**Run 1: wiring by layer**

Drawn at 6 px/µm.
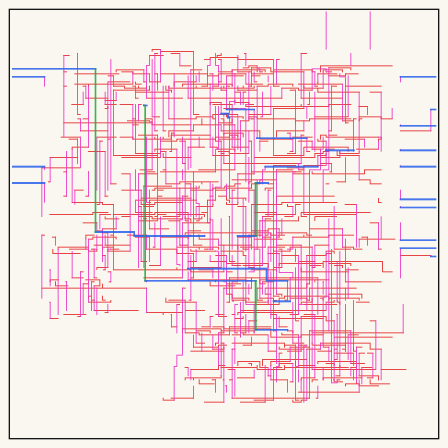
**Run 1: register map, names as in the netlist**

Drawn at 6 px/µm. Other sequential cells in the stronger grey, the rest of the logic in the fainter grey.
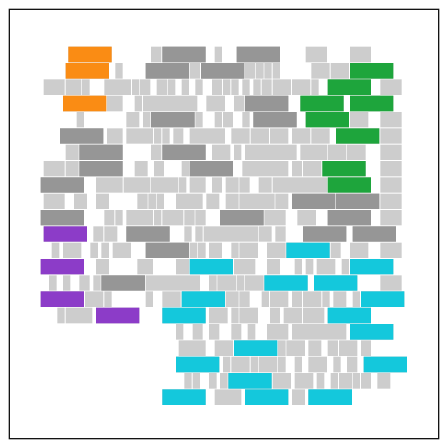
**Run 1: PDN straps and rails**

Drawn at 6 px/µm. Pins as bars on the die edge. Tap cells in grey.
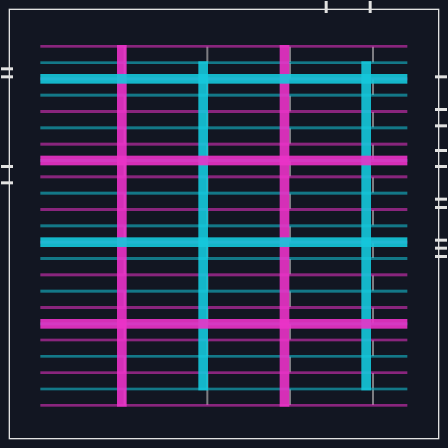
### config.mk
export PLATFORM = sky130hd
export DESIGN_NAME = ps2_key_rx
export DESIGN_NICKNAME = d
export VERILOG_FILES = /design/src/rtl/ps2_key_rx_pkg.sv /design/src/rtl/ps2_filter.sv /design/src/rtl/ps2_key_rx.sv
export SDC_FILE = /design/constraint.sdc
export NUM_CORES = 1
export LEC_CHECK = 0
export CAP_MARGIN = 10
export CORE_MARGIN = 5
export CORE_UTILIZATION = 62
export CTS_BUF_LIST = sky130_fd_sc_hd__clkbuf_16
export CTS_CLUSTER_DIAMETER = 100
export DETAILED_ROUTE_END_ITERATION = 8
export PLACE_DENSITY = 0.89
export REMOVE_ABC_BUFFERS = 1
export SYNTH_ARGS = -nofsm -noshare
export SYNTH_HDL_FRONTEND = slang
export SYNTH_SLANG_ARGS = --single-unit
### constraint.sdc
create_clock -name clk -period 5.5 [get_ports clk]
set_clock_uncertainty 0.1 [all_clocks]
set_input_delay 0.55 -clock clk [delete_from_list [all_inputs] [get_ports clk]]
set_output_delay 0.55 -clock clk [all_outputs]
set_load 0.02 [all_outputs]
### src/rtl/ps2_key_rx_pkg.sv
// Shared constants for the PS/2 keyboard receiver: prefix bytes, frame states
// and default timing parameters.
package ps2_key_rx_pkg;

   localparam logic [7:0] PS2_EXT = 8'hE0;
   localparam logic [7:0] PS2_BRK = 8'hF0;

   localparam int DEF_FILT_CYC    = 8;
   localparam int DEF_TIMEOUT_CYC = 100000;

   typedef enum logic [1:0] {
      ST_IDLE   = 2'd0,
      ST_DATA   = 2'd1,
      ST_PARITY = 2'd2,
      ST_STOP   = 2'd3
   } rx_state_t;

endpackage

### src/rtl/ps2_filter.sv
// Brings the raw PS/2 pins into the system clock domain, deglitches the
// keyboard clock and emits a one-cycle strobe on each filtered falling edge.
module ps2_filter
   import ps2_key_rx_pkg::*;
#(
   parameter int FILT_CYC = DEF_FILT_CYC
) (
   input  logic clk,
   input  logic rst,
   input  logic ps2_clk,
   input  logic ps2_data,
   output logic data_s,
   output logic fall
);

   localparam int CW = $clog2(FILT_CYC + 1);
   localparam logic [CW-1:0] LAST = CW'(FILT_CYC - 1);

   logic clk_m;
   logic clk_s;
   logic data_m;
   logic filt;
   logic [CW-1:0] cnt;

   // The counter tracks how long the synchronized clock has disagreed with the
   // filtered level; any return to the old level restarts the count.
   always_ff @(posedge clk) begin
      if (rst) begin
         clk_m  <= 1'b1;
         clk_s  <= 1'b1;
         data_m <= 1'b1;
         data_s <= 1'b1;
         filt   <= 1'b1;
         cnt    <= '0;
         fall   <= 1'b0;
      end else begin
         clk_m  <= ps2_clk;
         clk_s  <= clk_m;
         data_m <= ps2_data;
         data_s <= data_m;
         fall   <= 1'b0;
         if (clk_s == filt) begin
            cnt <= '0;
         end else if (cnt == LAST) begin
            filt <= clk_s;
            cnt  <= '0;
            fall <= filt;
         end else begin
            cnt <= cnt + 1'b1;
         end
      end
   end

endmodule

### src/rtl/ps2_key_rx.sv
// PS/2 keyboard receiver: frames the serial bit stream, checks parity/stop,
// and folds E0/F0 prefixes into one-cycle key events.
module ps2_key_rx
   import ps2_key_rx_pkg::*;
#(
   parameter int FILT_CYC    = DEF_FILT_CYC,
   parameter int TIMEOUT_CYC = DEF_TIMEOUT_CYC
) (
   input  logic       clk,
   input  logic       rst,
   input  logic       ps2_clk,
   input  logic       ps2_data,
   output logic       key_valid,
   output logic [7:0] key_code,
   output logic       key_ext,
   output logic       key_release,
   output logic       frame_err
);

   localparam int TW = $clog2(TIMEOUT_CYC + 1);
   localparam logic [TW-1:0] TMO_MAX = TW'(TIMEOUT_CYC);

   logic data_s;
   logic fall;

   rx_state_t state_q;
   rx_state_t state_d;
   logic [7:0] shift_q;
   logic [2:0] bit_cnt_q;
   logic par_q;
   logic [TW-1:0] tmo_q;
   logic ext_q;
   logic rel_q;
   logic byte_ok;
   logic bad;
   logic timeout;

   ps2_filter #(
      .FILT_CYC(FILT_CYC)
   ) u_filt (
      .clk     (clk),
      .rst     (rst),
      .ps2_clk (ps2_clk),
      .ps2_data(ps2_data),
      .data_s  (data_s),
      .fall    (fall)
   );

   // A strobe arriving in the same cycle the counter expires still counts as
   // activity, so timeout only fires when no edge is present.
   always_comb begin
      state_d = state_q;
      byte_ok = 1'b0;
      bad     = 1'b0;
      timeout = (state_q != ST_IDLE) && (tmo_q == TMO_MAX) && !fall;
      if (timeout) begin
         state_d = ST_IDLE;
         bad     = 1'b1;
      end else if (fall) begin
         case (state_q)
            ST_IDLE: begin
               if (!data_s) state_d = ST_DATA;
               else         bad     = 1'b1;
            end
            ST_DATA: begin
               if (bit_cnt_q == 3'd7) state_d = ST_PARITY;
            end
            ST_PARITY: state_d = ST_STOP;
            ST_STOP: begin
               state_d = ST_IDLE;
               if (data_s && (^{shift_q, par_q})) byte_ok = 1'b1;
               else                               bad     = 1'b1;
            end
            default: state_d = ST_IDLE;
         endcase
      end
   end

   always_ff @(posedge clk) begin
      if (rst) begin
         state_q     <= ST_IDLE;
         shift_q     <= '0;
         bit_cnt_q   <= '0;
         par_q       <= 1'b0;
         tmo_q       <= '0;
         ext_q       <= 1'b0;
         rel_q       <= 1'b0;
         key_valid   <= 1'b0;
         key_code    <= '0;
         key_ext     <= 1'b0;
         key_release <= 1'b0;
         frame_err   <= 1'b0;
      end else begin
         state_q   <= state_d;
         key_valid <= 1'b0;
         frame_err <= bad;

         if (state_q == ST_IDLE || fall) tmo_q <= '0;
         else                            tmo_q <= tmo_q + 1'b1;

         if (fall) begin
            case (state_q)
               ST_IDLE: bit_cnt_q <= '0;
               ST_DATA: begin
                  shift_q   <= {data_s, shift_q[7:1]};
                  bit_cnt_q <= bit_cnt_q + 1'b1;
               end
               ST_PARITY: par_q <= data_s;
               default: ;
            endcase
         end

         if (bad) begin
            ext_q <= 1'b0;
            rel_q <= 1'b0;
         end

         // Prefix bytes only arm the flags; every other byte is a key event.
         if (byte_ok) begin
            if (shift_q == PS2_EXT) begin
               ext_q <= 1'b1;
            end else if (shift_q == PS2_BRK) begin
               rel_q <= 1'b1;
            end else begin
               key_code    <= shift_q;
               key_ext     <= ext_q;
               key_release <= rel_q;
               key_valid   <= 1'b1;
               ext_q       <= 1'b0;
               rel_q       <= 1'b0;
            end
         end
      end
   end

endmodule

==> tab_implementation.tex, run 1 <==
% Synthesis and place-and-route results
\begin{tabular}{lr}
\hline
Metric & Value \\
\hline
\multicolumn{2}{l}{\textbf{Cells and area}} \\
\quad Layout multi-input combinational cell count & 176 \\
\quad Count of clock buffers in the final design & 5 \\
\quad Fraction of area in non-clock buffers & 5.96\% \\
\multicolumn{2}{l}{\textbf{Synthesis}} \\
\quad Sequential-to-total area share from yosys stat & 47.2\% \\
\quad Ranking of synthesized cells by instance count & dfxtp\_1 (55), nand2\_1 (30), nor2\_1 (27) \\
\quad Main synth FF type & dfxtp\_1 \\
\quad Per-instance average area after synthesis & 9.40 µm² \\
\quad Cells after synthesis & 248 \\
\multicolumn{2}{l}{\textbf{Drt}} \\
\quad Number of antenna-violating nets in the routed design & 0 \\
\multicolumn{2}{l}{\textbf{Clocking}} \\
\quad Cell at the root of the clock tree & clkbuf\_16 \\
\quad Clock transition at the registers of the reported paths & 60 ps \\
\quad Hold\_buf cts & 0 \\
\multicolumn{2}{l}{\textbf{Floorplanning}} \\
\quad Core area & 3660 µm² \\
\quad Core utilization at floorplan & 63.7\% \\
\quad Die extent in y & 71.3 µm \\
\quad Row Count & 22 \\
\multicolumn{2}{l}{\textbf{Status}} \\
\quad Outcome & finished, final reports clean \\
\multicolumn{2}{l}{\textbf{Final timing}} \\
\quad Post-route setup TNS & 0 ps \\
\multicolumn{2}{l}{\textbf{Min path}} \\
\quad Worst-case hold path end point & u\_filt.clk\_s \\
\multicolumn{2}{l}{\textbf{Placed design}} \\
\quad RePlAce Congestion & 0.770 \\
\multicolumn{2}{l}{\textbf{Worst setup path}} \\
\quad Endpoint arrival time on the critical path & 2310 ps \\
\multicolumn{2}{l}{\textbf{Power}} \\
\quad Total power divided by cell area & 265 nW/µm² \\
\quad Peak supply drop & 0.173 mV \\
\quad Clock power frac & 41.4\% \\
\hline
\end{tabular}
-- 'wiring by layer' (at the start) --
| colour | layer | wire length |
|---|---|---|
| magenta | metal 2 | 1970 µm |
| blue | metal 3 | 175 µm |
| red | metal 1 | 1950 µm |
| green | metal 4 | 73.4 µm |
total via count after detailed routing: 1758
DRT Wirelength: 4170 µm
post-detailed-route wirelength per cell: 13.4 µm
overall track demand over capacity in global routing: 17.8%

-- 'register map, names as in the netlist' (at the start) --
| colour | netlist name | sequential cells |
|---|---|---|
| purple | u_filt.cnt | 4 |
| green | key_code | 8 |
| cyan | tmo_q | 17 |
| orange | bit_cnt_q | 3 |
not coloured: 23
post-layout utilization of the core: 72.2%
Register Area: 1100 µm²
sequential logic power: 0.000401 W
share of the final layout cell area in sequential cells: 41.6%

-- 'PDN straps and rails' (at the start) --
| colour | net |
|---|---|
| magenta | VSS |
| cyan | VDD |
signal pins: 16
rows: 22
met4 straps: 4
met1 rails: 23

==> run 1: worst max-delay path: stages, from the launching register on <==
cell and delay, ps:
dfxtp_1 450, xor2_1 170, xnor3_2 480, xnor2_2 200, o31a_1 440, a22o_1 280
==> run 1: power groups by stage <==
stage / Clock, W / Sequential, W / Combinational, W
detailed placement: 0 / 0.000410 / 0.00000974
CTS: 0.000298 / 0.000401 / 0.00000993
global placement: 0 / 0.000410 / 0.00000950
global route: 0.000315 / 0.000401 / 0.0000108
finish: 0.000291 / 0.000401 / 0.00000988
floorplan: 0 / 0.000410 / 0.00000348
==> run 1: per-layer routing <==
| layer | GRT usage (%) | up-vias | wire length [µm] |
|---|---|---|---|
| met2 | 29.6 | 34 | 1970 |
| met4 | 10.2 | 0 | 73 |
| met3 | 3.93 | 8 | 175 |
| met5 | 0 | - | 0 |
| met1 | 21.0 | 834 | 1950 |
| li1 | - | 882 | - |
==> run 1: registers in the layout (all words and copies together) (netlist names), 2 cells and up <==
register / count
tmo_q: 17
key_code: 8
shift_q: 8
u_filt.cnt: 4
bit_cnt_q: 3
state_q: 2
==> run 1: cells by family after synthesis <==
group	after synthesis	synth area share (%)
compound gates	34	9.82
simple gates	108	24.2
xor+xnor	23	9.92
mux	1	0.429
flops	55	47.2
buf+inv	17	3.06
fa+ha+maj	10	5.36
==> run 1: worst max-delay path by stage <==
stage | from | end | slack (ps) | depth (start not counted)
6_report | shift_q[2] | key_code[6] | 3270 | 5
3_3_place_gp | rst | key_code[5] | 3360 | 5
4_1_cts | shift_q[7] | key_code[6] | 3290 | 4
3_5_place_dp | shift_q[2] | key_code[6] | 3340 | 5
5_1_grt | shift_q[7] | key_code[6] | 3150 | 4
2_1_floorplan | shift_q[2] | key_code[0] | 3480 | 5
**Run 1: cell area per tile**

Drawn at 6 px/µm. 7 x 7 tiles, from white (low) to dark blue (high), 0 to 100% covered.
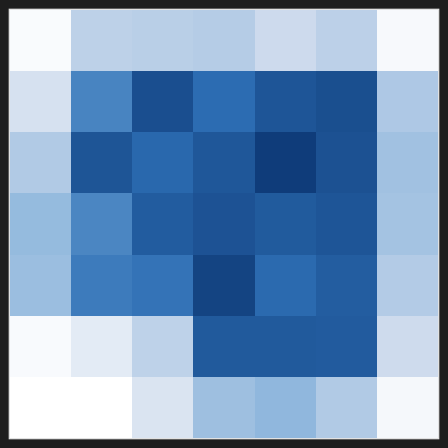

## Run 2: what changed since run 1
- CORE_UTILIZATION: 62 -> 52
- PLACE_DENSITY: 0.89 -> 0.81
- clock period: 5.5 -> 2 ns (I/O delays scaled with it)
**Run 2: cell area per tile**

Drawn at 4 px/µm. 8 x 8 tiles, from white (low) to dark blue (high), 0 to 100% covered.
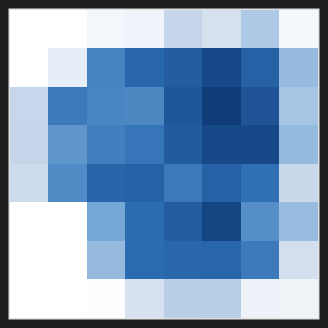
nearly empty tiles: 16%
fullest tile: 95%
mean over tiles: 46%
tiles over 75% full: 30%
core utilization at floorplan: 53.6%
core area: 4350 µm²
post-layout utilization of the core: 64.2%

**Run 2: register map, names as in the netlist**

Drawn at 6 px/µm. Other sequential cells in the stronger grey, the rest of the logic in the fainter grey.
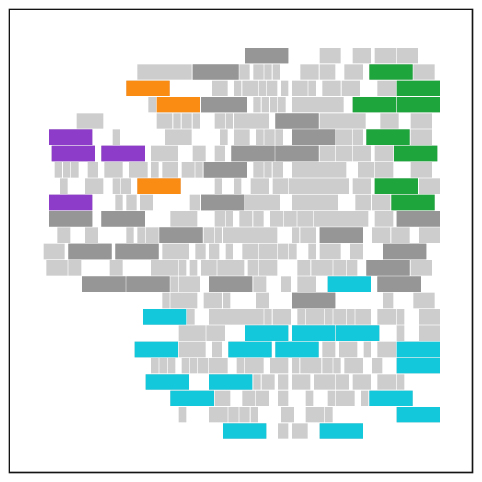
| colour | netlist name | sequential cells |
|---|---|---|
| purple | u_filt.cnt | 4 |
| orange | bit_cnt_q | 3 |
| green | key_code | 8 |
| cyan | tmo_q | 17 |
sequential logic power: 0.00110 W
Register Area: 1100 µm²
share of the final layout cell area in sequential cells: 39.5%

**Run 2: clock routing**

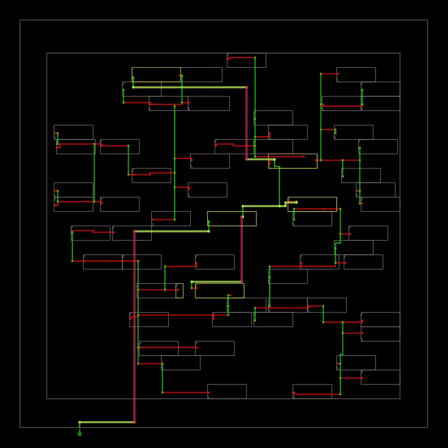
count of clock buffers in the final design: 5
number of sinks handled by clock tree synthesis: 55
clock latency reported for the late side of the worst-skew pair: 280 ps
clock group power: 0.000793 W
number of sequential storage elements: 55

==> run 2 against run 1 <==
Worst setup slack worse by 3200 ps. Via count up 1.0%. Combinational power rose to 3.3 times the previous value. Area after synthesis unchanged. Register-to-register slack worse by 3200 ps. Worst hold slack worse by 4.5 ps. Clock power rose to 2.7 times the previous value. Die area up 16%.
==> tab_implementation.tex, run 2 <==
% Synthesis and place-and-route results
\begin{tabular}{lr}
\hline
Metric & Value \\
\hline
\multicolumn{2}{l}{\textbf{Status}} \\
\quad Outcome & finished, final reports clean (unchanged) \\
\multicolumn{2}{l}{\textbf{Power}} \\
\quad Total combinational power & 0.0000325 W (was 0.00000988 W) \\
\quad Total power divided by cell area & 690 nW/µm² (was 265 nW/µm²) \\
\quad Power group with the highest consumption & registers (unchanged) \\
\quad Clock power frac & 41.1\% (was 41.4\%) \\
\quad Peak supply drop & 0.400 mV (was 0.173 mV) \\
\multicolumn{2}{l}{\textbf{Drt}} \\
\quad Post-detailed-route wirelength per cell & 13.0 µm (was 13.4 µm) \\
\quad Total via count after detailed routing & 1776 (was 1758) \\
\quad DRT Wirelength & 4280 µm (was 4170 µm) \\
\multicolumn{2}{l}{\textbf{Cells and area}} \\
\quad Final Net Count & 292 (was 276) \\
\quad Largest registers & tmo\_q x17, key\_code x8, shift\_q x8 (unchanged) \\
\quad Top register by number of flip-flops & tmo\_q (unchanged) \\
\multicolumn{2}{l}{\textbf{Synthesis}} \\
\quad Ranking of synthesized cells by instance count & dfxtp\_1 (55), nand2\_1 (30), nor2\_1 (27) (unchanged) \\
\quad Sequential-to-total area share from yosys stat & 47.2\% (unchanged) \\
\quad Cells after synthesis & 248 (unchanged) \\
\quad Per-instance average area after synthesis & 9.40 µm² (unchanged) \\
\quad Main synth FF type & dfxtp\_1 (unchanged) \\
\multicolumn{2}{l}{\textbf{Worst setup path}} \\
\quad Startpoint type of the worst setup path & flop (unchanged) \\
\quad CP Buf/Inv Count & 0 (unchanged) \\
\quad List of cells traversed by the critical path & xnor2\_2, xnor3\_2, xnor2\_4, o31a\_1, a22o\_1 (was xor2\_1, xnor3\_2, xnor2\_2, o31a\_1, a22o\_1) \\
\quad Endpoint arrival time on the critical path & 2040 ps (was 2310 ps) \\
\quad Crit path max-delay family & XOR/XNOR gates (unchanged) \\
\quad Slowest CP cell & xnor3\_2 (unchanged) \\
\multicolumn{2}{l}{\textbf{Global route}} \\
\quad Overall track demand over capacity in global routing & 15.2\% (was 17.8\%) \\
\multicolumn{2}{l}{\textbf{Clocking}} \\
\quad Clock transition at the registers of the reported paths & 60 ps (about the same) \\
\quad Hold\_buf cts & 0 (unchanged) \\
\multicolumn{2}{l}{\textbf{Placed design}} \\
\quad RePlAce Congestion & 0.818 (was 0.770) \\
\multicolumn{2}{l}{\textbf{Min path}} \\
\quad Worst-case hold path end point & u\_filt.data\_s (was u\_filt.clk\_s) \\
\multicolumn{2}{l}{\textbf{Floorplanning}} \\
\quad Row Count & 24 (was 22) \\
\quad Die extent in y & 77.0 µm (was 71.3 µm) \\
\hline
\end{tabular}
-- run 2: cell counts after synthesis --
Identical to the previous run, type by type.
-- run 2: metal layers --
metal / global-route usage (%) / share of wire, %
met2: 23.2 / 45
met1: 20.6 / 49
met5: 0 / 0
met4: 6.36 / 1.8
met3: 3.63 / 4.0
-- run 2: per-stage QoR --
stage	total power (W)	cells	TNS, ps	hold WS [ps]	cell area, µm²
2_1_floorplan	0.00114	239	-202	169	2290
3_3_place_gp	0.00116	321	-121	286	2620
3_5_place_dp	0.00116	321	-322	294	2620
4_1_cts	0.00194	328	0	308	2760
5_1_grt	0.00200	329	-130	336	2790
6_report	0.00193	329	0	304	2790
-- run 2: how the worst max path moves through the flow --
stage                     startpoint          end  slack (ps)  cells after the start
after floorplan           shift_q[2]      key_ext         -20                      5
after global placement    shift_q[2]  key_code[3]         -10                      5
after detailed placement  shift_q[2]  key_code[7]         -30                      5
after CTS                 shift_q[1]  key_code[7]           4                      7
after global routing      shift_q[4]  key_code[0]         -40                      5
final                     shift_q[4]  key_code[0]          40                      5
-- run 2: final cells by class --
cell class                      count  area [µm²]  share of cell area, %
Multi-Input combinational cell    177        1200                   42.8
Sequential cell                    55        1100                   39.5
Timing Repair Buffer               31         270                   9.67
Clock buffer                        5         125                   4.48
Tap cell                           52        65.1                   2.33
Inverter                            8        30.0                   1.07
Clock inverter                      1        3.75                  0.134
-- run 2: logic make-up after synthesis --
| logic type | Yosys count | share of synthesized area, % |
|---|---|---|
| simple gates | 108 | 24.2 |
| fa+ha+maj | 10 | 5.36 |
| flops | 55 | 47.2 |
| mux | 1 | 0.429 |
| compound gates | 34 | 9.82 |
| xor+xnor | 23 | 9.92 |
| buf+inv | 17 | 3.06 |
**Run 2: PDN straps and rails**

Drawn at 4 px/µm. Pins as bars on the die edge. Tap cells in grey.
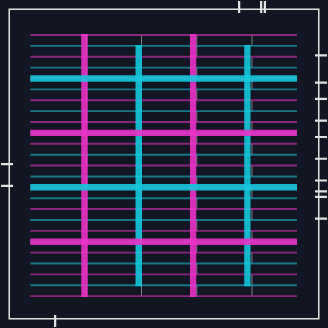

## Run 3: what changed since run 2
- PLACE_DENSITY: 0.81 -> 0.8
- REMOVE_ABC_BUFFERS: 1 -> not set
- SYNTH_HIERARCHICAL: not set -> 1
**Run 3: PDN straps and rails**

Drawn at 4 px/µm. Pins as bars on the die edge. Tap cells in grey.
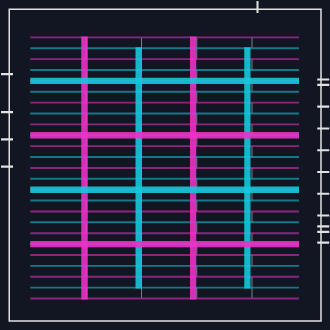
| colour | net |
|---|---|
| cyan | VDD |
| magenta | VSS |
rows: 24
met4 straps: 4

**Run 3: register map, names as in the netlist**

Drawn at 6 px/µm. Other sequential cells in the stronger grey, the rest of the logic in the fainter grey.
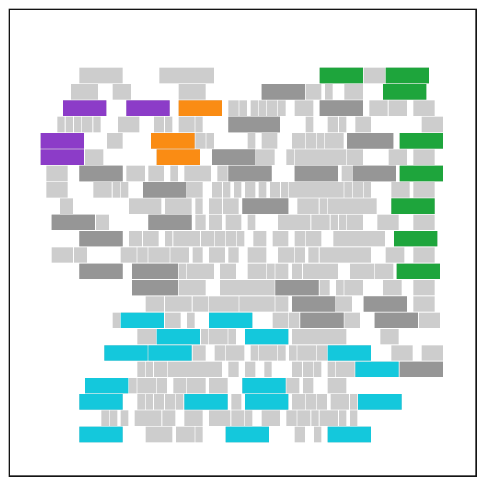
| colour | netlist name | sequential cells |
|---|---|---|
| green | key_code | 8 |
| cyan | tmo_q | 17 |
| orange | bit_cnt_q | 3 |
| purple | u_filt/cnt | 4 |
not coloured: 23
Register Area: 1110 µm²
post-layout utilization of the core: 65.6%
share of the final layout cell area in sequential cells: 38.6%

**Run 3: cell area per tile**

Drawn at 4 px/µm. 8 x 8 tiles, from white (low) to dark blue (high), 0 to 100% covered.
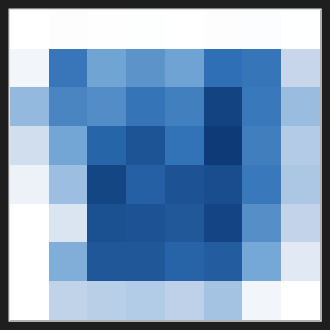
tiles over 75% full: 25%
nearly empty tiles: 19%
fullest tile: 96%
densest ninth of the die: centre
mean over tiles: 47%

==> run 3 against run 2 <==
Clock-buffer cell count unchanged. Worst hold slack improved by 4.8 ps. Via count down 0.17%. Sequential power is essentially flat. Worst setup slack gained 35 ps. Highest routed layer unchanged. Die area increased by 1.5%. Critical path type unchanged. Global-route usage is 0.73 points lower. Maximum frequency grew 1.8%. Non-clock buffer count grew 2. Utilization grew 1.4 points.
==> tab_implementation.tex, run 3 <==
% Synthesis and place-and-route results
\begin{tabular}{lr}
\hline
Metric & Value \\
\hline
\multicolumn{2}{l}{\textbf{Status}} \\
\quad Outcome & finished, final reports clean (unchanged) \\
\multicolumn{2}{l}{\textbf{Cells and area}} \\
\quad Top register by number of flip-flops & tmo\_q (unchanged) \\
\quad Finished Layout Cells & 334 (was 329) \\
\quad Largest registers & tmo\_q x17, key\_code x8, shift\_q x8 (unchanged) \\
\quad Non-Filler Cell Area, Final & 2880 µm² (was 2790 µm²) \\
\quad Final Net Count & 295 (was 292) \\
\multicolumn{2}{l}{\textbf{Power}} \\
\quad Total power divided by cell area & 678 nW/µm² (was 690 nW/µm²) \\
\quad Power consumption & 0.00195 W (was 0.00193 W) \\
\multicolumn{2}{l}{\textbf{Drt}} \\
\quad Total via count after detailed routing & 1773 (was 1776) \\
\quad Post-detailed-route wirelength per cell & 12.0 µm (was 13.0 µm) \\
\quad DRT Wirelength & 4010 µm (was 4280 µm) \\
\multicolumn{2}{l}{\textbf{Synthesis}} \\
\quad Main synth FF type & dfxtp\_1 (unchanged) \\
\quad Cells after synthesis & 248 (unchanged) \\
\quad Per-instance average area after synthesis & 9.57 µm² (was 9.40 µm²) \\
\multicolumn{2}{l}{\textbf{Floorplanning}} \\
\quad Row Count & 24 (unchanged) \\
\quad Die extent in y & 77.6 µm (was 77.0 µm) \\
\quad Core area & 4380 µm² (was 4350 µm²) \\
\multicolumn{2}{l}{\textbf{Placed design}} \\
\quad Placed cell areas & 2680 µm² (was 2620 µm²) \\
\quad RePlAce Congestion & 0.787 (was 0.818) \\
\quad Number of placed instances, taps included & 324 (was 321) \\
\multicolumn{2}{l}{\textbf{Clocking}} \\
\quad Clock transition at the registers of the reported paths & 70 ps (was 60 ps) \\
\quad Clock latency reported for the late side of the worst-skew pair & 290 ps (was 280 ps) \\
\quad Hold\_buf cts & 0 (unchanged) \\
\multicolumn{2}{l}{\textbf{Worst setup path}} \\
\quad Slowest CP cell & xnor3\_2 (unchanged) \\
\quad Delay of the slowest cell on the worst path & 520 ps (was 500 ps) \\
\quad Startpoint type of the worst setup path & flop (unchanged) \\
\quad Crit path max-delay family & XOR/XNOR gates (unchanged) \\
\quad List of cells traversed by the critical path & xnor2\_1, xnor3\_2, buf\_4, nand4b\_1, a31o\_2, and2\_1 (was xnor2\_2, xnor3\_2, xnor2\_4, o31a\_1, a22o\_1) \\
\multicolumn{2}{l}{\textbf{Global route}} \\
\quad Overall track demand over capacity in global routing & 14.5\% (was 15.2\%) \\
\hline
\end{tabular}
==> run 3: layout make-up <==
cell class,count,area (µm²),area share [%]
well taps,52,65.1,2.26
flip-flops and latches,55,1110,38.6
multi-input cells,177,1240,43.0
inverters,9,33.8,1.17
clock inverters,3,16.3,0.566
clock buffers,5,125,4.35
repair buffers,33,289,10.1
==> run 3: metrics by stage <==
stage,setup TNS [ps],hold WS (ps),worst slack (ps)
final,0,309,70.6
after global routing,-19.5,336,-8.08
after CTS,0,311,2.69
after detailed placement,-158,296,-39.7
after global placement,0,293,16.3
after floorplan,0,174,36.5
==> run 3: how the worst max path moves through the flow <==
stage / startpoint / endpoint / slack [ps] / cells after the start
2_1_floorplan: shift_q[3] / key_code[0] / 40 / 5
6_report: shift_q[5] / frame_err / 70 / 6
4_1_cts: shift_q[7] / key_code[2] / 3 / 5
3_3_place_gp: shift_q[7] / key_code[2] / 20 / 5
3_5_place_dp: shift_q[7] / key_code[2] / -40 / 5
5_1_grt: shift_q[5] / rel_q / -8 / 6
==> run 3: layer usage <==
metal	vias up	routed length (µm)	global-route usage (%)
met5	-	0	0
met4	0	75	6.01
met3	7	209	3.94
met2	34	1750	22.1
met1	805	1970	19.3
li1	927	-	-
==> run 3: report_power, final <==
group,total (W),internal (W),leakage [nW],switching (W)
Clock,0.000817,0.000457,0.0710,0.000361
Combinational,0.0000325,0.0000155,0.609,0.0000169
Sequential,0.00110,0.00110,0.447,0.00000202
==> run 3: cells by family after synthesis <==
group,count (synthesis),share of synthesized area [%]
AND-OR/OR-AND,33,9.65
XOR/XNOR,24,10.7
adder cells (fa/ha/maj),10,5.27
buffers and inverters,16,2.85
flip-flops,55,46.4
multiplexers,2,0.843
AND/OR/NAND/NOR,108,24.3
Power is estimated from default activity; no workload was simulated.
